==> images/m1.png <==
Supply wires on this layer in gray.
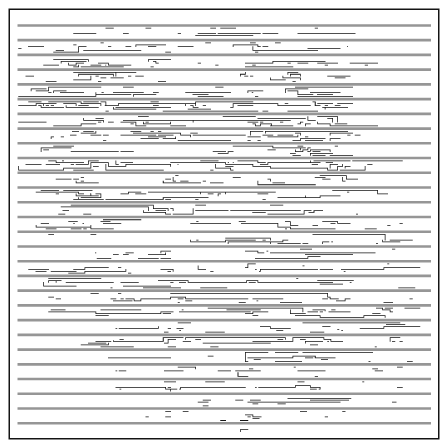
==> images/m2.png <==
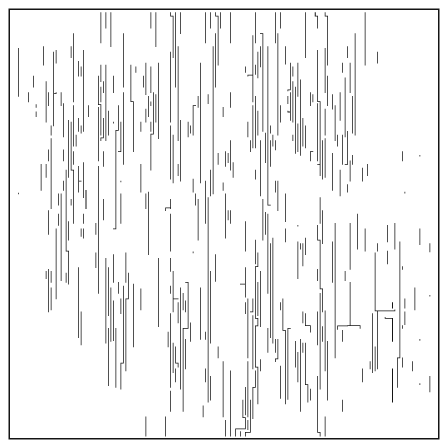
==> images/clock_nets.png <==
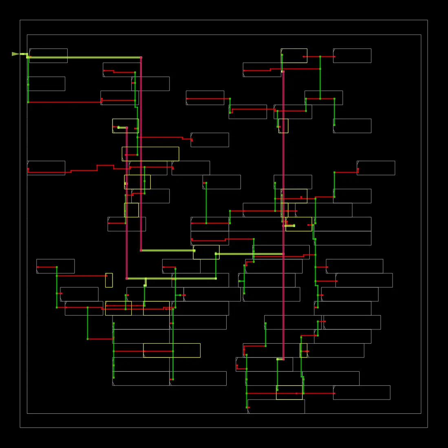
[src/rtl/fifo245_pkg.sv]
// fifo245_pkg
// Shared definitions for the FT245 synchronous-mode blocks (reader, writer,
// bus arbiter): the reader state encoding and the default buffer depth.
package fifo245_pkg;

    // Reader bus-cycle states.
    typedef enum logic [1:0] {
        ST_IDLE    = 2'd0,
        ST_OE      = 2'd1,
        ST_READ    = 2'd2,
        ST_RELEASE = 2'd3
    } rx_state_e;

    // Default receive-buffer depth (power of two, >= 2).
    localparam int FIFO245_DEPTH = 4;

endpackage

[src/rtl/fifo245_rx_byte_fifo.sv]
// byte_fifo
// Synchronous first-word-fall-through byte FIFO.
// Ports:
//   clk, rst_n        clock, synchronous active-low reset
//   push_i, data_i    write request and byte
//   pop_i             read request (ignored when empty)
//   data_o            head byte, 8'h00 while empty
//   count_o           number of stored bytes ($clog2(DEPTH)+1 bits)
//   full_o, empty_o   status flags
module byte_fifo #(
    parameter int DEPTH = 4
) (
    input  logic                     clk,
    input  logic                     rst_n,
    input  logic                     push_i,
    input  logic [7:0]               data_i,
    input  logic                     pop_i,
    output logic [7:0]               data_o,
    output logic [$clog2(DEPTH):0]   count_o,
    output logic                     full_o,
    output logic                     empty_o
);
    localparam int AW = $clog2(DEPTH);
    localparam int CW = AW + 1;

    logic [7:0]    mem_q [DEPTH];
    logic [AW-1:0] wr_ptr_q, rd_ptr_q;
    logic [CW-1:0] count_q;
    logic          do_push, do_pop;

    assign full_o  = (count_q == CW'(DEPTH));
    assign empty_o = (count_q == '0);
    assign count_o = count_q;

    // A push while full is only tolerated when the same edge also frees a slot.
    assign do_pop  = pop_i && !empty_o;
    assign do_push = push_i && (!full_o || do_pop);

    // Pointers are exactly log2(DEPTH) bits, so they wrap on their own.
    always_ff @(posedge clk) begin
        if (!rst_n) begin
            wr_ptr_q <= '0;
            rd_ptr_q <= '0;
            count_q  <= '0;
        end else begin
            if (do_push) wr_ptr_q <= wr_ptr_q + AW'(1);
            if (do_pop)  rd_ptr_q <= rd_ptr_q + AW'(1);
            count_q <= count_q + CW'(do_push) - CW'(do_pop);
        end
    end

    // Storage needs no reset: the empty gate below hides stale contents.
    always_ff @(posedge clk) begin
        if (do_push) mem_q[wr_ptr_q] <= data_i;
    end

    assign data_o = empty_o ? 8'h00 : mem_q[rd_ptr_q];

    a_no_push_when_full: assert property (@(posedge clk) disable iff (!rst_n)
        !(push_i && full_o));

endmodule

[src/rtl/fifo245_rx.sv]
// fifo245_rx
// FT245 synchronous-mode receive path: owns the bus while granted, strobes
// bytes out of the FT245 into a small FWFT buffer and counts them.
// Ports:
//   clk, rst_n        FT245 CLKOUT, synchronous active-low reset
//   rxf_n, data_in    FT245 data-available flag and data bus (input only)
//   bus_gnt           arbiter grant; high = this reader may own the bus
//   oe_n, rd_n        registered FT245 output enable / read strobe
//   out_data/out_valid/out_ready  consumer stream; a byte moves on any edge
//                     where out_valid && out_ready (valid does not wait on ready)
//   busy              high whenever the reader is not IDLE
//   rx_count          bytes captured since reset, modulo 2^16
//   state_dbg         current reader state
module fifo245_rx
    import fifo245_pkg::*;
#(
    parameter int DEPTH = FIFO245_DEPTH
) (
    input  logic        clk,
    input  logic        rst_n,
    input  logic        rxf_n,
    input  logic [7:0]  data_in,
    input  logic        bus_gnt,
    output logic        oe_n,
    output logic        rd_n,
    output logic [7:0]  out_data,
    output logic        out_valid,
    input  logic        out_ready,
    output logic        busy,
    output logic [15:0] rx_count,
    output rx_state_e   state_dbg
);
    localparam int CW = $clog2(DEPTH) + 1;

    rx_state_e     state_q, state_d;
    logic          oe_n_q, oe_n_d;
    logic          rd_n_q, rd_n_d;
    logic [15:0]   rx_count_q;

    logic          push, pop;
    logic [CW-1:0] fifo_count, count_after;
    logic          fifo_full, fifo_empty;

    // The FT245 presents a byte on every edge the registered strobe is low
    // and it still has data; that is exactly when a byte is taken.
    assign push = !rd_n_q && !rxf_n;
    assign pop  = out_ready && !fifo_empty;

    // Occupancy as it will be after this edge; used to stop a burst before
    // the FT245 can hand over a byte with no room for it.
    assign count_after = fifo_count + CW'(push) - CW'(pop);

    byte_fifo #(.DEPTH(DEPTH)) u_fifo (
        .clk     (clk),
        .rst_n   (rst_n),
        .push_i  (push),
        .data_i  (data_in),
        .pop_i   (pop),
        .data_o  (out_data),
        .count_o (fifo_count),
        .full_o  (fifo_full),
        .empty_o (fifo_empty)
    );

    // State register, registered pins and byte counter. Reset drops oe_n and
    // rd_n high on the same edge, skipping RELEASE.
    always_ff @(posedge clk) begin
        if (!rst_n) begin
            state_q    <= ST_IDLE;
            oe_n_q     <= 1'b1;
            rd_n_q     <= 1'b1;
            rx_count_q <= 16'h0000;
        end else begin
            state_q <= state_d;
            oe_n_q  <= oe_n_d;
            rd_n_q  <= rd_n_d;
            if (push) rx_count_q <= rx_count_q + 16'd1;
        end
    end

    // Next state. oe_n leads rd_n by one cycle on the way in and trails it
    // by one cycle on the way out.
    always_comb begin
        state_d = state_q;
        oe_n_d  = oe_n_q;
        rd_n_d  = rd_n_q;
        case (state_q)
            ST_IDLE: begin
                if (bus_gnt && !rxf_n && !fifo_full) begin
                    state_d = ST_OE;
                    oe_n_d  = 1'b0;
                end
            end
            ST_OE: begin
                if (rxf_n || !bus_gnt) begin
                    state_d = ST_IDLE;
                    oe_n_d  = 1'b1;
                end else begin
                    state_d = ST_READ;
                    rd_n_d  = 1'b0;
                end
            end
            ST_READ: begin
                if (rxf_n || !bus_gnt || (count_after == CW'(DEPTH))) begin
                    state_d = ST_RELEASE;
                    rd_n_d  = 1'b1;
                end
            end
            ST_RELEASE: begin
                state_d = ST_IDLE;
                oe_n_d  = 1'b1;
            end
            default: begin
                state_d = ST_IDLE;
                oe_n_d  = 1'b1;
                rd_n_d  = 1'b1;
            end
        endcase
    end

    // Outputs.
    always_comb begin
        oe_n      = oe_n_q;
        rd_n      = rd_n_q;
        out_valid = !fifo_empty;
        busy      = (state_q != ST_IDLE);
        rx_count  = rx_count_q;
        state_dbg = state_q;
    end

endmodule

[config.mk]
export PLATFORM = sky130hd
export DESIGN_NAME = fifo245_rx
export DESIGN_NICKNAME = d
export VERILOG_FILES = /design/src/rtl/fifo245_pkg.sv /design/src/rtl/fifo245_rx_byte_fifo.sv /design/src/rtl/fifo245_rx.sv
export SDC_FILE = /design/constraint.sdc
export NUM_CORES = 1
export LEC_CHECK = 0
export CORE_UTILIZATION = 45
export CTS_CLUSTER_SIZE = 25
export DETAILED_ROUTE_END_ITERATION = 8
export PLACE_DENSITY = 0.67
export SLEW_MARGIN = 5
export SYNTH_ARGS = -nofsm -noshare
export SYNTH_HDL_FRONTEND = slang
export SYNTH_SLANG_ARGS = --single-unit
[constraint.sdc]
create_clock -name clk -period 2.9 [get_ports clk]
set_input_delay 0.29 -clock clk [delete_from_list [all_inputs] [get_ports clk]]
set_output_delay 0.29 -clock clk [all_outputs]
set_load 0.03 [all_outputs]
==> results.txt <==
The full implementation flow was run.

Of the post-synthesis cell area, the dominant cell type holds 0.360. In the routed layout, each cell is associated on average with a via count of 4.99. The worst setup path is captured at an output pin. The share of the core filled by cells before placement stands at 0.476. The data arrival time at the worst-slack endpoint stands at 2120 ps. IR analysis of the VDD net gives a maximum drop of 0.000521 V.

Summed over all routing layers, the global router reports a total usage of 0.172. The post-route standard cell area excluding fillers stands at 3380 µm². For this run, the number of Yosys warnings is 0. For this block, the initial DRC count from the detailed router was 112.

The initial antenna violation count stands at 0. The number of placement rows stands at 27. The layout summary lists the proportion of cells stronger than drive strength 1 as 0.115. Max-slew check failures listed in the final report amount to 0. The number of placed cells counting well taps stands at 318. At the end of the flow, the number of nets in the layout was 281. The number of detailed-route iterations in the first pass stands at 4. The run finished with clean final reports. The total power divided by cell area stands at 777 nW/µm². After legalization and detailed placement, the total HPWL measured 3.19 mm. After synthesis the netlist holds a flip-flop and latch count of 61. The routed design has 4.61 mm of wire. met2 track demand over resource after global routing is 0.261. The count of unique library cells instantiated by Yosys stands at 39. In the final timing run, aggregate negative setup slack is 0 ps. Looking at the clock tree report, the H-tree level count equals 3.

The power report attributes to the clock group a share of 0.301. The number of diodes stands at 0. The synthesis stats list as the most numerous cell edfxtp_1. The number of global-route vias before repair stands at 1,594. The area enclosed by the die boundary stands at 6240 µm². The count of cells resized by post-cts repair stands at 0. The script extracted a net switching power of 0.800 mW.

The flow measured a signed area growth from synthesis to layout of 26.6%. The final critical-path setup slack stands at 494 ps. According to the timing report, the data required time at the worst endpoint equals 2610 ps.

The mean cell area of the mapped netlist stands at 12.8 µm². The library cell used most frequently in the layout, excluding fill and tap cells, is clkdlybuf4s50_1. Internal power comes to 1.82 mW. The tree is rooted in a clkbuf_8. The height of the die stands at 79.0 µm.

The worst-case headroom to the max-slew limit stands at 0.656. The met3 global-route usage stands at 0.0345.
Notes on m1.png above:
share of all routed wire: 47%
nets with wire on the layer: 249
wire length on this layer: 2,160 µm
main direction: horizontal

Notes on m2.png above:
nets with wire on the layer: 231
share of all routed wire: 48%
main direction: vertical
wire length on this layer: 2,210 µm

Notes on clock_nets.png above:
layout clock buffer count: 11
number of clock buffers inserted by TritonCTS: 9
number of clock sinks seen by CTS: 61
Worst Skew: 8.13 ps

[registers in the layout (all words and copies together) (netlist names), named ones only]
| register | flops |
|---|---|
| rx_count | 16 |
| rd_n | 1 |
| oe_n | 1 |
| u_fifo.rd_ptr_q | 2 |
| u_fifo.wr_ptr_q | 2 |
| u_fifo.mem_q | 32 |
| u_fifo.count_o | 3 |
| state_dbg | 1 |
[layout make-up]
type                            instances  area, µm²
Clock inverter                          5       76.3
Clock buffer                           11        131
Tap cell                               72       90.1
Timing Repair Buffer                   44        435
Inverter                                9       33.8
Fill cell                             458       2230
Sequential cell                        61       1540
Multi-Input combinational cell        132       1070
[final timing paths]
check	endpoint	slack, ps	depth (start not counted)	from
worst min-delay path	rx_count[15]	490	2	rx_count[15]
worst min register to register	rx_count[15]	490	2	rx_count[15]
worst max-delay path	out_data[0]	490	4	register
worst max register to register	state_dbg[0]	670	9	u_fifo.count_o[1]
[per-stage QoR]
step	utilization	total power, mW
after floorplan	-	1.59
after global placement	0.565	1.85
after detailed placement	0.565	1.87
after CTS	0.602	2.66
after global routing	0.602	2.78
final	0.602	2.62
[power groups by stage]
stage | logic [mW] | clock network, mW | registers (mW)
3_3_place_gp | 0.823 | 0 | 1.03
6_report | 0.828 | 0.789 | 1.01
2_1_floorplan | 0.567 | 0 | 1.02
3_5_place_dp | 0.839 | 0 | 1.03
4_1_cts | 0.840 | 0.808 | 1.01
5_1_grt | 0.914 | 0.847 | 1.02
[worst max-delay path: cells and delay by family (launching register included)]
| kind | cells | cell delay [ps] |
|---|---|---|
| buffers and inverters | 2 | 790 |
| AND/OR/NAND/NOR | 1 | 180 |
| flip-flops | 1 | 310 |
| multiplexers | 1 | 510 |
[metal layers]
layer,vias to the layer above,wire length (µm)
met5,-,0
met4,0,122
met3,9,122
met2,24,2210
met1,796,2160
li1,837,-
Power is estimated from default activity; no workload was simulated.
